`src/rtl/frame_buf_writer_if.sv`:
```
// Pixel stream input and Avalon-MM write port of the frame buffer writer.
// The writer uses the master modport; the pixel source and memory side use slave.
interface frame_buf_writer_if #(
    parameter int ADDR_W = 16
);
    logic              in_valid;
    logic              in_ready;
    logic [15:0]       in_data;
    logic              in_sof;
    logic [ADDR_W-1:0] address;
    logic [3:0]        byteenable;
    logic              chipselect;
    logic              write;
    logic [31:0]       writedata;
    logic              waitrequest;

    modport master (
        input  in_valid, in_data, in_sof, waitrequest,
        output in_ready, address, byteenable, chipselect, write, writedata
    );

    modport slave (
        output in_valid, in_data, in_sof, waitrequest,
        input  in_ready, address, byteenable, chipselect, write, writedata
    );
endinterface

```
`src/rtl/frame_buf_writer.sv`:
```
// Packs RGB565 pixel pairs into 32-bit words and writes one frame into the
// on-chip frame buffer, with SOF alignment, single/continuous capture and stalls.
//
// state | meaning
// IDLE  | waiting for an SOF pixel while armed; all other pixels dropped
// LO    | next accepted pixel is the low half of a word
// HI    | next accepted pixel completes a word and queues the write
module frame_buf_writer #(
    parameter int NUM_WORDS = 38400,
    parameter int ADDR_W    = 16
) (
    input  logic                 clk,
    input  logic                 reset,
    input  logic                 start,
    input  logic                 continuous,
    frame_buf_writer_if.master   bus,
    output logic                 busy,
    output logic                 frame_done,
    output logic                 err
);

    localparam logic [ADDR_W-1:0] LAST_ADDR = ADDR_W'(NUM_WORDS - 1);

    typedef enum logic [1:0] {IDLE, LO, HI} state_t;

    state_t              state;
    state_t              state_next;

    logic                armed;
    logic [ADDR_W-1:0]   addr_cnt;
    logic [15:0]         lo_pix;
    logic                write_r;
    logic [ADDR_W-1:0]   address_r;
    logic [31:0]         writedata_r;
    logic                frame_done_r;
    logic                err_r;

    logic                in_ready_int;
    logic                accept;
    logic                retire;
    logic                last_retire;
    logic                capture;
    logic                restart;
    logic                load;
    logic                sof_mid;

    // IDLE never loads a word, so it can always take (and mostly drop) pixels.
    assign in_ready_int = ~reset & ((state == IDLE) | ~(write_r & bus.waitrequest));
    assign accept       = bus.in_valid & in_ready_int;
    assign retire       = write_r & ~bus.waitrequest;
    assign last_retire  = retire & (address_r == LAST_ADDR);

    always_comb begin
        state_next = state;
        capture    = 1'b0;
        restart    = 1'b0;
        load       = 1'b0;
        sof_mid    = 1'b0;
        case (state)
            IDLE: begin
                if (accept && bus.in_sof && armed) begin
                    capture    = 1'b1;
                    restart    = 1'b1;
                    state_next = HI;
                end
            end
            LO: begin
                if (accept) begin
                    capture    = 1'b1;
                    state_next = HI;
                    if (bus.in_sof) begin
                        restart = 1'b1;
                        sof_mid = 1'b1;
                    end
                end
            end
            HI: begin
                if (accept) begin
                    if (bus.in_sof) begin
                        // Realign: the held lo pixel is dropped, SOF pixel starts word 0.
                        capture = 1'b1;
                        restart = 1'b1;
                        sof_mid = 1'b1;
                    end else begin
                        load       = 1'b1;
                        state_next = (addr_cnt == LAST_ADDR) ? IDLE : LO;
                    end
                end
            end
            default: state_next = IDLE;
        endcase
    end

    always_ff @(posedge clk) begin
        if (reset) state <= IDLE;
        else       state <= state_next;
    end

    always_ff @(posedge clk) begin
        if (reset) begin
            armed        <= 1'b0;
            addr_cnt     <= '0;
            lo_pix       <= '0;
            write_r      <= 1'b0;
            address_r    <= '0;
            writedata_r  <= '0;
            frame_done_r <= 1'b0;
            err_r        <= 1'b0;
        end else begin
            if (capture) lo_pix <= bus.in_data;

            if (restart)
                addr_cnt <= '0;
            else if (load && (addr_cnt != LAST_ADDR))
                addr_cnt <= addr_cnt + ADDR_W'(1);

            // A new word may replace one retiring in the same cycle.
            if (load) begin
                write_r     <= 1'b1;
                address_r   <= addr_cnt;
                writedata_r <= {bus.in_data, lo_pix};
            end else if (retire) begin
                write_r <= 1'b0;
            end

            frame_done_r <= last_retire;

            if (sof_mid)    err_r <= 1'b1;
            else if (start) err_r <= 1'b0;

            if (start || (continuous && (state == IDLE)))
                armed <= 1'b1;
            else if (last_retire && !continuous)
                armed <= 1'b0;
        end
    end

    assign bus.in_ready   = in_ready_int;
    assign bus.address    = address_r;
    assign bus.byteenable = 4'b1111;
    assign bus.chipselect = write_r;
    assign bus.write      = write_r;
    assign bus.writedata  = writedata_r;

    assign busy       = armed | (state != IDLE) | write_r;
    assign frame_done = frame_done_r;
    assign err        = err_r;

endmodule
```
`src/flat_wrapper.sv`:
```
// flat-port wrapper written by rule: the top's interface ports become plain ports
module frame_buf_writer_flat 
#(
    parameter int NUM_WORDS = 38400,
    parameter int ADDR_W    = 16
)
  (clk, reset, start, continuous, busy, frame_done, err, bus_in_valid, bus_in_data, bus_in_sof, bus_waitrequest, bus_in_ready, bus_address, bus_byteenable, bus_chipselect, bus_write, bus_writedata);
  frame_buf_writer_if #(.ADDR_W(ADDR_W)) bus_i ();
  input  logic clk;
  input  logic reset;
  input  logic start;
  input  logic continuous;
  output logic busy;
  output logic frame_done;
  output logic err;
  input wire logic [$bits(bus_i.in_valid)-1:0] bus_in_valid;
  input wire logic [$bits(bus_i.in_data)-1:0] bus_in_data;
  input wire logic [$bits(bus_i.in_sof)-1:0] bus_in_sof;
  input wire logic [$bits(bus_i.waitrequest)-1:0] bus_waitrequest;
  output wire logic [$bits(bus_i.in_ready)-1:0] bus_in_ready;
  output wire logic [$bits(bus_i.address)-1:0] bus_address;
  output wire logic [$bits(bus_i.byteenable)-1:0] bus_byteenable;
  output wire logic [$bits(bus_i.chipselect)-1:0] bus_chipselect;
  output wire logic [$bits(bus_i.write)-1:0] bus_write;
  output wire logic [$bits(bus_i.writedata)-1:0] bus_writedata;
  assign bus_i.in_valid = bus_in_valid;
  assign bus_i.in_data = bus_in_data;
  assign bus_i.in_sof = bus_in_sof;
  assign bus_i.waitrequest = bus_waitrequest;
  assign bus_in_ready = bus_i.in_ready;
  assign bus_address = bus_i.address;
  assign bus_byteenable = bus_i.byteenable;
  assign bus_chipselect = bus_i.chipselect;
  assign bus_write = bus_i.write;
  assign bus_writedata = bus_i.writedata;
  frame_buf_writer #(.NUM_WORDS(NUM_WORDS), .ADDR_W(ADDR_W)) u_core (.clk(clk), .reset(reset), .start(start), .continuous(continuous), .bus(bus_i), .busy(busy), .frame_done(frame_done), .err(err));
endmodule
```
`config.mk`:
```
export PLATFORM = sky130hd
export DESIGN_NAME = frame_buf_writer_flat
export DESIGN_NICKNAME = d
export VERILOG_FILES = /design/src/rtl/frame_buf_writer_if.sv /design/src/rtl/frame_buf_writer.sv /design/src/flat_wrapper.sv
export SDC_FILE = /design/constraint.sdc
export NUM_CORES = 1
export LEC_CHECK = 0
export ABC_AREA = 1
export CORE_UTILIZATION = 54
export DETAILED_ROUTE_END_ITERATION = 10
export MAX_ROUTING_LAYER = met4
export PLACE_DENSITY = 0.82
export SYNTH_ARGS = -nofsm -noshare
export SYNTH_HDL_FRONTEND = slang
export SYNTH_SLANG_ARGS = --single-unit
```
`constraint.sdc`:
```
create_clock -name clk -period 3.9 [get_ports clk]
set_input_delay 1.17 -clock clk [delete_from_list [all_inputs] [get_ports clk]]
set_output_delay 1.17 -clock clk [all_outputs]
set_load 0.01 [all_outputs]
```
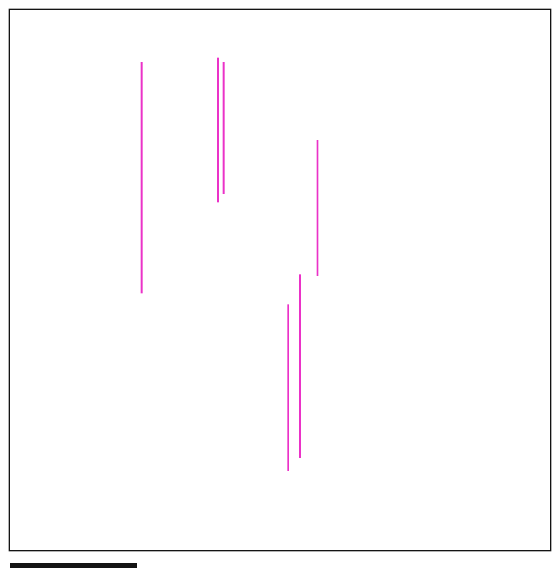
layer_met4.png
Scale bar: 20 µm.
share of all routed wire: 1.7%
longest straight run: 36.0 µm
nets with wire on the layer: 5
wire length on this layer: 154 µm
main direction: vertical

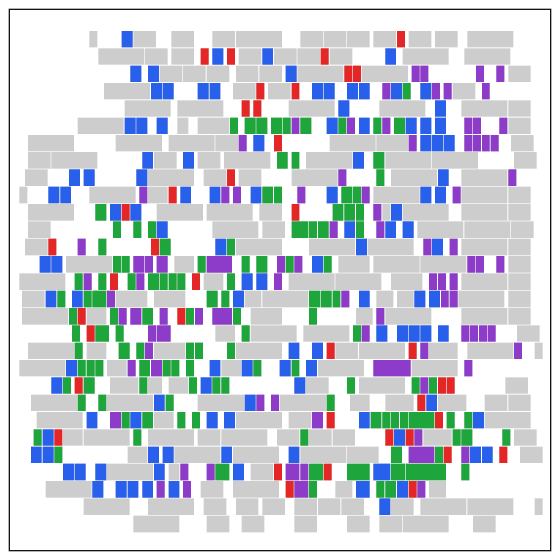
logic_types.png
[green] NAND gates | cells: 123 | most used: nand2_1
[purple] NOR gates | cells: 89 | most used: nor2_1 | where: all over the die
[blue] inverting AOI/OAI gates | cells: 115 | most used: a21oi_1 | where: all over the die
[red] inverters | cells: 39 | most used: inv_1 | where: all over the die

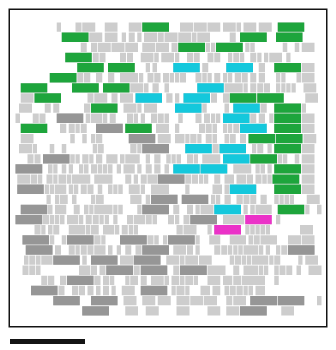
flops_by_reg.png
Scale bar: 20 µm. Other sequential cells in the stronger gray, the rest of the logic in the fainter gray.
[magenta] u_core.state | sequential cells: 2
[green] u_core.bus.writedata | sequential cells: 32
[cyan] u_core.lo_pix | sequential cells: 16
not colored: 36
sequential power: 924 µW
Reg area: 1720 µm²
end-of-flow core utilization: 70.9%

==> run summary <==
outcome: finished with violations
failing checks: DRC
CP arrival: 2.48 ns
CTS H-tree depth: 3
Worst-Margin Slew: 0.910 ns
first-iteration detailed-routing DRC count: 255
RSZ-0062 raised after global routing: false
CP Capture Type: output pin
first-pass GRT wire length: 14,900 µm
CTS tree: yes
Post-synth ARST share: 0%
antenna violations before repair: 0
Synth Area per Inst: 7.38 µm²
Syn Inst Count: 502
Clk pwr share: 33.3%
hpwl dp: 6280 µm
Max Fanout on Critical Path: 4
vias in the first global route: 3,073
Bufs on Longest Clock Path: 2
setup tns final: 0 ns
post-synthesis cell area: 3700 µm²
# fillers: 533
clk slew on worst S/H paths: 0.08 ns
Setup CP Type: in -> out
clk sinks: 86
final worst slack: 0.246 ns
DRC Markers: 3
Top cells by area: dfxtp_1 46%, nand2_1 8.7%, a21oi_1 8.6%
fin. max-slew vios: 0
Synth flops: 86
leakage power: 1.76 nW
Warnings, synthesis: 0
yosys stat area: 3700 µm²
Post-Place Worst Slack: 0.268 ns
flip-flops with a built-in enable: 0
Unique cell types: 32
Post-CTS Hold Buffers: 0
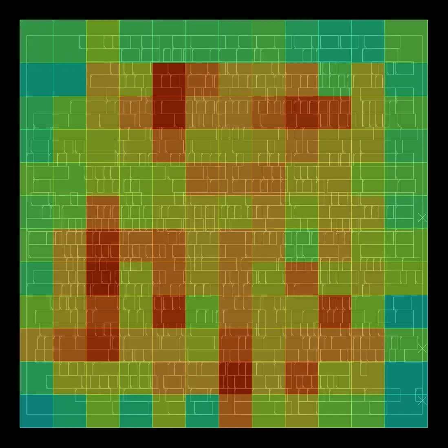
congestion.png
GR Util met1: 35.7%
global route hottest layer: met2
WL/cell: 13.7 µm
met3 Track Usage GR: 4.47%
met2 usage: 42.5%

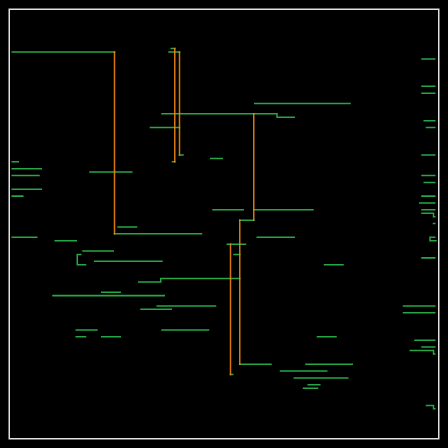
wires.png
Only two layers are drawn.
[orange] metal 4 | wire length: 154 µm
[green] metal 3 | wire length: 384 µm
WL final: 8860 µm
All-Layer GR Usage: 27.0%
vias: 3,421

-- sequential cells by signal (all words and copies together) (netlist names) --
register / flops
u_core.bus.writedata: 32
u_core.frame_done: 1
u_core.armed: 1
u_core.lo_pix: 16
u_core.addr_cnt: 16
u_core.bus.address: 16
u_core.bus.chipselect: 1
u_core.err: 1
u_core.state: 2
-- layout by cell type (no fill, tap or decap), types with 2 or more instances in the layout --
master / n
a21oi_1: 64
conb_1: 4
ha_1: 5
nand4_1: 5
clkdlybuf4s50_1: 76
inv_2: 2
nor4_1: 3
nor3_1: 6
buf_4: 5
xor2_1: 9
o21ai_0: 32
clkbuf_8: 9
nand3_1: 28
nor2_1: 76
inv_6: 3
nand2_1: 86
dfxtp_1: 86
o21ai_1: 17
clkinv_2: 2
inv_1: 37
nor2_4: 2
-- stage by stage --
stage          std cells  util [%]  hold slack [ns]  total power [mW]
2_1_floorplan        505         -            0.446              1.06
3_3_place_gp         630      68.3            0.455              1.13
3_5_place_dp         630      68.3            0.464              1.14
4_1_cts              646      70.9            0.476              1.69
5_1_grt              646      70.9            0.508              1.75
6_report             646      70.9            0.475              1.68
-- path summary, 6_finish.rpt --
check / slack [ns] / start / endpoint / depth (start not counted)
min: 0.47 / u_core.err / u_core.err / 2
max: 0.25 / bus_waitrequest / bus_in_ready / 3
max reg2reg: 1.77 / u_core.state[1] / u_core.addr_cnt[11] / 11
min reg2reg: 0.47 / u_core.err / u_core.err / 2
-- cell families (layout without fill, tap and decap cells) --
logic type / after synthesis / after routing / share of synthesized area, %
AND-OR/OR-AND: 115 / 115 / 15.6
XOR/XNOR: 10 / 10 / 2.36
adder cells (fa/ha/maj): 5 / 5 / 1.69
buffers and inverters: 72 / 136 / 8.68
flip-flops: 86 / 86 / 46.5
other: 1 / 4 / 0.101
AND/OR/NAND/NOR: 213 / 213 / 25.1
-- area by class of cell --
| type | instances | area share [%] |
|---|---|---|
| clock buffer | 10 | 2.77 |
| clock inverter | 6 | 0.951 |
| inverter | 39 | 3.18 |
| multi-input combinational | 347 | 36.3 |
| sequential | 86 | 37.4 |
| tap | 77 | 2.09 |
| timing repair buffer | 81 | 17.3 |
-- routing by layer --
metal  up-vias  GRT usage [%]  routed length [µm]
met2        96           42.5                4250
li1       1749              -                   -
met3        16           4.47                 384
met1      1560           35.7                4070
met4         0           8.94                 154
met5         -              -                   0
-- worst max-delay path: cells and delay by family --
family / cells / cell delay [ns]
buf+inv: 2 / 1.06
compound gates: 1 / 0.26
-- power by group through the flow --
stage	sequential (mW)	clock [mW]	combinational [mW]
after floorplan	0.947	0	0.111
after global placement	0.942	0	0.190
after detailed placement	0.944	0	0.195
after CTS	0.923	0.572	0.196
after global routing	0.927	0.607	0.218
final	0.924	0.560	0.197
No activity file was given, so power comes from the tool's default toggle rates.
